--- src/rtl/mem_bus_arbiter_pkg.sv ---
// Shared types for the memory bus arbiter: bus commands, tag geometry and owner-table entries.
// All consumers import this package rather than relying on global macros.
package mem_bus_arbiter_pkg;

  localparam int NUM_MEM_TAGS = 16;
  localparam int TAG_W        = $clog2(NUM_MEM_TAGS);
  localparam int DATA_SIZE    = 64;

  typedef enum logic [1:0] {
    BUS_NONE  = 2'h0,
    BUS_LOAD  = 2'h1,
    BUS_STORE = 2'h2
  } bus_command_e;

  typedef enum logic {
    OWNER_DCACHE = 1'b0,
    OWNER_ICACHE = 1'b1
  } mem_owner_e;

  typedef struct packed {
    logic       valid;
    mem_owner_e owner;
  } mem_tag_entry_t;

endpackage

--- src/rtl/mem_tag_owner_table.sv ---
// Per-tag owner table: records which cache issued each accepted memory tag so that
// returning data is routed only to its issuer; flags returns for tags nobody owns.
module mem_tag_owner_table
  import mem_bus_arbiter_pkg::*;
(
  input  logic             clk_i,
  input  logic             rst_i,
  input  logic             alloc_en_i,
  input  logic [TAG_W-1:0] alloc_tag_i,
  input  mem_owner_e       alloc_owner_i,
  input  logic [TAG_W-1:0] lookup_tag_i,
  output logic             hit_o,
  output mem_owner_e       hit_owner_o,
  output logic             orphan_err_o
);

  mem_tag_entry_t table_q [NUM_MEM_TAGS];
  mem_tag_entry_t table_d [NUM_MEM_TAGS];
  logic           orphan_q;
  logic           orphan_d;
  logic           lookup_req;

  assign lookup_req = (lookup_tag_i != '0);

  always_comb begin
    table_d     = table_q;
    orphan_d    = orphan_q;
    hit_o       = lookup_req && table_q[lookup_tag_i].valid;
    hit_owner_o = table_q[lookup_tag_i].owner;
    if (hit_o) begin
      table_d[lookup_tag_i].valid = 1'b0;
    end else if (lookup_req) begin
      orphan_d = 1'b1;
    end
    // Applied after the clear so a same-cycle return and re-accept leaves the new owner.
    if (alloc_en_i) begin
      table_d[alloc_tag_i] = '{valid: 1'b1, owner: alloc_owner_i};
    end
  end

  always_ff @(posedge clk_i or posedge rst_i) begin
    if (rst_i) begin
      for (int i = 0; i < NUM_MEM_TAGS; i++) begin
        table_q[i] <= '0;
      end
      orphan_q <= 1'b0;
    end else begin
      table_q  <= table_d;
      orphan_q <= orphan_d;
    end
  end

  assign orphan_err_o = orphan_q;

endmodule

--- src/rtl/mem_bus_arbiter.sv ---
// Shares one memory bus between dcache and icache: dcache has priority, a starvation
// counter forces an icache grant, and returning tags are routed back to their issuer.
module mem_bus_arbiter
  import mem_bus_arbiter_pkg::*;
#(
  parameter int STARVE_LIMIT = 4
) (
  input  logic                 clk_i,
  input  logic                 rst_i,
  input  bus_command_e         dcache2mem_command_i,
  input  logic [31:0]          dcache2mem_addr_i,
  input  logic [DATA_SIZE-1:0] dcache2mem_data_i,
  input  bus_command_e         icache2mem_command_i,
  input  logic [31:0]          icache2mem_addr_i,
  input  logic [TAG_W-1:0]     mem2proc_response_i,
  input  logic [DATA_SIZE-1:0] mem2proc_data_i,
  input  logic [TAG_W-1:0]     mem2proc_tag_i,
  output bus_command_e         proc2mem_command_o,
  output logic [31:0]          proc2mem_addr_o,
  output logic [DATA_SIZE-1:0] proc2mem_data_o,
  output logic [TAG_W-1:0]     mem2dcache_response_o,
  output logic [TAG_W-1:0]     mem2dcache_tag_o,
  output logic [DATA_SIZE-1:0] mem2dcache_data_o,
  output logic [TAG_W-1:0]     mem2icache_response_o,
  output logic [TAG_W-1:0]     mem2icache_tag_o,
  output logic [DATA_SIZE-1:0] mem2icache_data_o,
  output logic                 orphan_tag_err_o
);

  localparam int CNT_W = $clog2(STARVE_LIMIT + 1);
  localparam logic [CNT_W-1:0] STARVE_MAX = CNT_W'(STARVE_LIMIT);

  logic [CNT_W-1:0] starve_q;
  logic [CNT_W-1:0] starve_d;
  logic             dcache_req;
  logic             icache_req;
  logic             force_icache;
  logic             grant_dc;
  logic             grant_ic;
  logic             alloc_en;
  logic             ret_hit;
  mem_owner_e       ret_owner;

  assign dcache_req   = (dcache2mem_command_i != BUS_NONE);
  assign icache_req   = (icache2mem_command_i != BUS_NONE);
  assign force_icache = (starve_q == STARVE_MAX);
  assign grant_dc     = dcache_req && !(force_icache && icache_req);
  assign grant_ic     = icache_req && !grant_dc;

  always_comb begin
    proc2mem_command_o = BUS_NONE;
    proc2mem_addr_o    = '0;
    proc2mem_data_o    = '0;
    if (grant_dc) begin
      proc2mem_command_o = dcache2mem_command_i;
      proc2mem_addr_o    = dcache2mem_addr_i;
      proc2mem_data_o    = dcache2mem_data_i;
    end else if (grant_ic) begin
      proc2mem_command_o = icache2mem_command_i;
      proc2mem_addr_o    = icache2mem_addr_i;
    end
  end

  assign mem2dcache_response_o = grant_dc ? mem2proc_response_i : '0;
  assign mem2icache_response_o = grant_ic ? mem2proc_response_i : '0;

  // Counts denied grant cycles, independent of whether memory accepted the command.
  always_comb begin
    starve_d = '0;
    if (icache_req && !grant_ic) begin
      starve_d = force_icache ? starve_q : starve_q + 1'b1;
    end
  end

  always_ff @(posedge clk_i or posedge rst_i) begin
    if (rst_i) begin
      starve_q <= '0;
    end else begin
      starve_q <= starve_d;
    end
  end

  assign alloc_en = (grant_dc || grant_ic) && (mem2proc_response_i != '0);

  mem_tag_owner_table u_owner_table (
    .clk_i        (clk_i),
    .rst_i        (rst_i),
    .alloc_en_i   (alloc_en),
    .alloc_tag_i  (mem2proc_response_i),
    .alloc_owner_i(grant_ic ? OWNER_ICACHE : OWNER_DCACHE),
    .lookup_tag_i (mem2proc_tag_i),
    .hit_o        (ret_hit),
    .hit_owner_o  (ret_owner),
    .orphan_err_o (orphan_tag_err_o)
  );

  assign mem2dcache_tag_o  = (ret_hit && ret_owner == OWNER_DCACHE) ? mem2proc_tag_i : '0;
  assign mem2icache_tag_o  = (ret_hit && ret_owner == OWNER_ICACHE) ? mem2proc_tag_i : '0;
  assign mem2dcache_data_o = mem2proc_data_i;
  assign mem2icache_data_o = mem2proc_data_i;

endmodule
--- config.mk ---
export PLATFORM = sky130hd
export DESIGN_NAME = mem_bus_arbiter
export DESIGN_NICKNAME = d
export VERILOG_FILES = /design/src/rtl/mem_bus_arbiter_pkg.sv /design/src/rtl/mem_tag_owner_table.sv /design/src/rtl/mem_bus_arbiter.sv
export SDC_FILE = /design/constraint.sdc
export NUM_CORES = 1
export LEC_CHECK = 0
export CAP_MARGIN = 40
export CORE_AREA = 2 2 175 177
export DETAILED_ROUTE_END_ITERATION = 8
export DIE_AREA = 0 0 177 179
export SYNTH_ARGS = -nofsm -noshare
export SYNTH_HDL_FRONTEND = slang
export SYNTH_SLANG_ARGS = --single-unit
--- constraint.sdc ---
create_clock -name clk_i -period 2.3 [get_ports clk_i]
set_input_delay 0.46 -clock clk_i [delete_from_list [all_inputs] [get_ports clk_i]]
set_output_delay 0.46 -clock clk_i [all_outputs]
set_load 0.01 [all_outputs]
==> results_dict.tcl, run 1 <==
# yosys + openroad results
set metrics [dict create \
    result_of_the_run "finished, violations left" \
    failed_checks "setup timing" \
    final_std_cell_area_no_fill_mm2 0.00771 \
    setup_viol 68 \
    utilization_pct 25.7 \
    most-common-layout-cells "134 x sky130_fd_sc_hd__clkdlybuf4s50_1, 94 x sky130_fd_sc_hd__buf_6, 71 x sky130_fd_sc_hd__and2_4, 61 x sky130_fd_sc_hd__nand2_1, 56 x sky130_fd_sc_hd__buf_4" \
    synth-cells-yosys 504 \
    synthMuxAreaShare_pct 6.47 \
    floorplan.die.height_um 179 \
    setup_ws_ns -0.166 \
    ys_types 38 \
    syn_inst 504 \
    critical_path_class "input port to output port" \
    depth_of_the_cts_h_tree 2 \
    seq_cell_area_um2 876 \
    critical_path.top_delay_family "buffers and inverters" \
    critical_path.reg2reg.endpoint "u_owner_table.table_q[28]$_DFFE_PP0P_" \
    largestClassByArea "non-clock buffers" \
    ff_count 35 \
    power_frac_clock_pct 17.3 \
    ctsRootBufferMaster "sky130_fd_sc_hd__clkbuf_16" \
    placement.io_buffers 256 \
    post_cts_buffers 32 \
    startpoint_types "input port" \
    drcViolationCount 0 \
    ys_sh_adder_pct 0.657 \
    final_min_period_over_clock_period_pct 107 \
    pg_comb_w 0.00238 \
    global_route.usage.total_pct 11.1 \
    syn_area_per_cell_um2 7.56 \
    num_antenna_cells 0 \
    worst_path_max_delay_cell "sky130_fd_sc_hd__mux4_2" \
    tightest_slew_ns 0.483 \
    hp-start "u_owner_table.table_q[30]$_DFFE_PP0P_" \
    antenna_found_initial 2 \
    final_layout_top_logic_cell "sky130_fd_sc_hd__clkdlybuf4s50_1" \
    synth_top_flop_cell "sky130_fd_sc_hd__dfrtp_1" \
    netlist.area_leader.share_pct 25.2 \
    dr_total_vias 4111 \
    postRouteAntennaNets 0 \
    min_delay_path_depth 0 \
    post_dp_cell_area_mm2 0.00631 \
    crit-reg2reg-launch "starve_q[0]$_DFFE_PP0P_" \
    cts_hold_repair_buffers 0 \
    report.final.slew_viol_count 0 \
    slew_headroom_pct 67.8 \
    relative_area_of_non_clock_buffer_cells_in_the_final_design_pct 48.8 \
    min-delay-path-class "register to register" \
    sink_count 35 \
    top_level_ports 449 \
]
-- run 1: sequential cells by signal, indices dropped and copies added (netlist names) --
register	count
u_owner_table.table_q	31
u_owner_table.orphan_err_o	1
starve_q	3
-- run 1: through the flow --
step                      setup TNS, ns  setup WS [ns]  power, W  hold WS [ns]
after floorplan                       0          0.144   0.00166         0.425
after CTS                        -12.68         -0.234   0.00348         0.384
after detailed placement         -59.50         -0.917   0.00251         0.373
after global placement           -55.89         -0.899   0.00249         0.381
after global routing              -8.24         -0.238   0.00407         0.390
final                             -3.49         -0.166   0.00385         0.382
-- run 1: routing by layer --
layer	vias up	global-route usage [%]	wire length, µm
met5	-	0	0
met4	0	2.75	346
met3	30	5.77	2390
met2	251	16.7	8860
met1	1870	13.8	8240
li1	1960	-	-
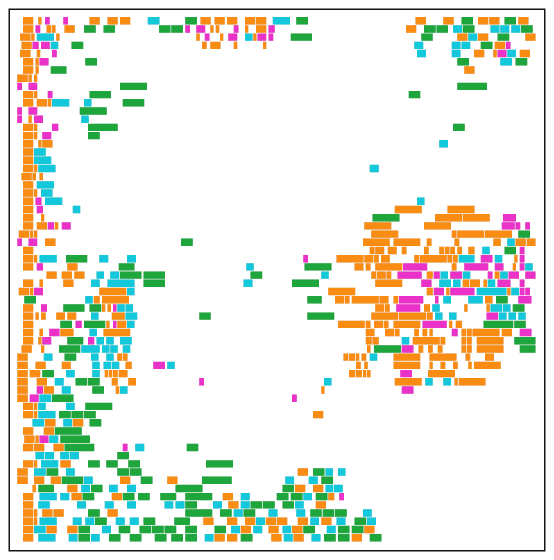
(run_1/sizes.png)
Orange is _0 and _1 cells, cells 330, share 47%, most used clkdlybuf4s50_1. Green is _6 and larger, cells 134, share 19%, most used buf_6. Magenta is _2 cells, cells 85, share 12%, most used buf_2. Cyan is _3 and _4 cells, cells 158, share 22%, most used and2_4.

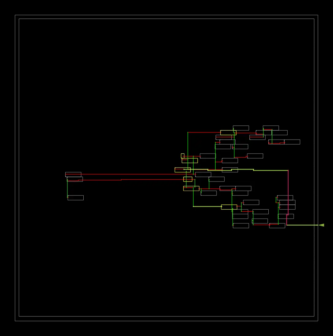
(run_1/clocks.png)
Worst-Skew Late Latency: 0.27 ns
power in the clock group: 0.000668 W
Setup Skew: 0.00634 ns
Clock buffer cells: 6
clock buffers created by TritonCTS: 5

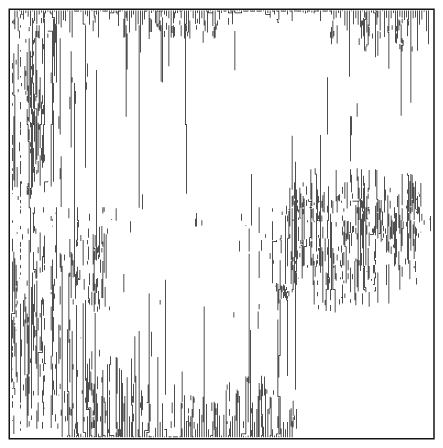
(run_1/layer_met2.png)
The longest straight run is 80.9 µm. The layer carries 8860 µm of wire. The wires run mostly vertical. 779 nets have wire on it. The layer holds 45% of the routed length.

==> run_1/placement_by_type.png <==
The bar under the picture is 50 µm long. Fill, decap, tap and diode cells in gray.
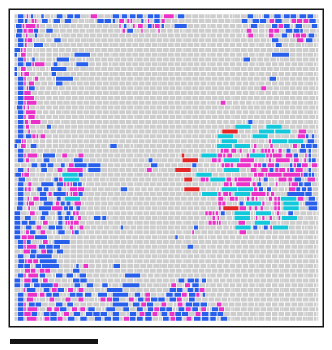

==> inputs of run 2 (changes only) <==
--- a/config.mk
+++ b/config.mk
@@ -6,9 +6,10 @@
 export NUM_CORES = 1
 export LEC_CHECK = 0
 export CAP_MARGIN = 40
-export CORE_AREA = 2 2 175 177
+export CORE_AREA = 2 2 174 176
 export DETAILED_ROUTE_END_ITERATION = 8
-export DIE_AREA = 0 0 177 179
+export DIE_AREA = 0 0 176 178
+export GPL_TIMING_DRIVEN = 0
 export SYNTH_ARGS = -nofsm -noshare
 export SYNTH_HDL_FRONTEND = slang
 export SYNTH_SLANG_ARGS = --single-unit
==> constraint.sdc (replaced) <==
create_clock -name clk_i -period 2.1 [get_ports clk_i]
set_input_delay 0.42 -clock clk_i [delete_from_list [all_inputs] [get_ports clk_i]]
set_output_delay 0.42 -clock clk_i [all_outputs]
set_load 0.01 [all_outputs]
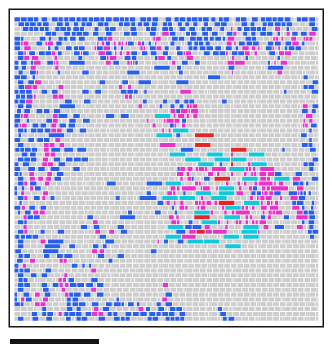
(run_2/placement_by_type.png)
The bar under the picture is 50 µm long. Fill, decap, tap and diode cells in gray.
Blue is remaining buffers and delay cells, cells 575, share of their area 61%. Magenta is combinational and other logic, cells 311, share of their area 27%. Red is clock drivers and dummy loads, cells 8, share of their area 2.0%. Cyan is sequential cells, cells 35, share of their area 10%.

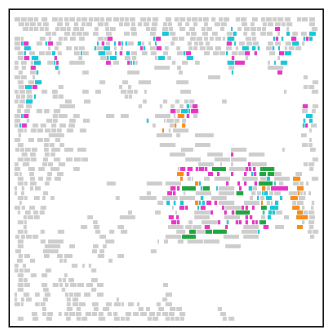
(run_2/logic_types.png)
Green is mux cells, cells 15, where middle right. Orange is nor cells, cells 18, most used nor2_1, where middle right. Cyan is nand cells, cells 95, most used nand2_1. Magenta is aoi and oai cells, cells 89, most used o21ai_0.

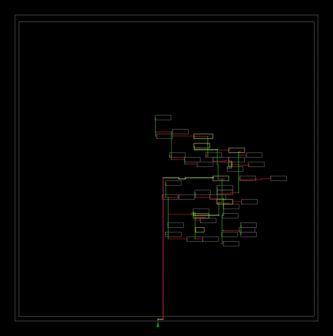
(run_2/clocks.png)
power in the clock group: 0.000865 W
Flops: 35
Setup Skew: 0.00393 ns
Sink Count: 35

==> run 2 against run 1 <==
Net effect: the run still ends with setup timing left; critical endpoint is now mem2dcache_tag_o[2]; non-clock buffer count rose by 222; combinational power rose by 19%; sequential power rose by 8.6%; synthesized cell count did not move; first-iteration DRC count rose by 6.8%.
==> results_dict.tcl, run 2 <==
# yosys + openroad results
set metrics [dict create \
    crit-reg2reg-launch "starve_q[0]$_DFFE_PP0P_" \
    setup_ws_ns -0.273 \
    synth_top_flop_cell "sky130_fd_sc_hd__dfrtp_1" \
    result_of_the_run "finished, violations left" \
    relative_area_of_non_clock_buffer_cells_in_the_final_design_pct 58.2 \
    global_route.usage.total_pct 14.7 \
    drcViolationCount 0 \
    routedLengthMet1_um 11200 \
    syn_area_per_cell_um2 7.56 \
    depth_of_the_cts_h_tree 2 \
    num_antenna_cells 1 \
    setup_viol 112 \
    critical_path.reg2reg.endpoint "u_owner_table.table_q[20]$_DFFE_PP0P_" \
    cts_hold_repair_buffers 0 \
    pg_comb_w 0.00284 \
    grt.met3_usage_pct 6.12 \
    gr-usage-met1_pct 20.5 \
    largestClassByArea "non-clock buffers" \
    final_layout_top_logic_cell "sky130_fd_sc_hd__clkdlybuf4s50_1" \
    failed_checks "setup timing" \
    floorplan.die.height_um 178 \
    placement.io_buffers 383 \
    route.top_layer_used "met4" \
    critical_path_class "register to output port" \
    slew_headroom_pct 64.1 \
    largest_register "u_owner_table.table_q" \
    syn_inst 504 \
    power_frac_clock_pct 18.9 \
    synth-cells-yosys 504 \
    report.final.slew_viol_count 0 \
    min_delay_path_depth 1 \
]
[run 2: cell count changes in the layout (fill, tap and decap cells not counted), moves of 5 or more]
cell                              change
sky130_fd_sc_hd__clkdlybuf4s15_2      +5
sky130_fd_sc_hd__o21ai_4             -12
sky130_fd_sc_hd__nand2_1             -11
sky130_fd_sc_hd__buf_4              +100
sky130_fd_sc_hd__nand2_4             +11
sky130_fd_sc_hd__buf_16               -5
sky130_fd_sc_hd__buf_6               -45
sky130_fd_sc_hd__buf_12               -8
sky130_fd_sc_hd__and2_1              +25
sky130_fd_sc_hd__clkdlybuf4s50_1    +128
sky130_fd_sc_hd__and2_4              -25
sky130_fd_sc_hd__buf_2               +26
sky130_fd_sc_hd__o21ai_1              +8
Power and IR drop assume default switching activity.
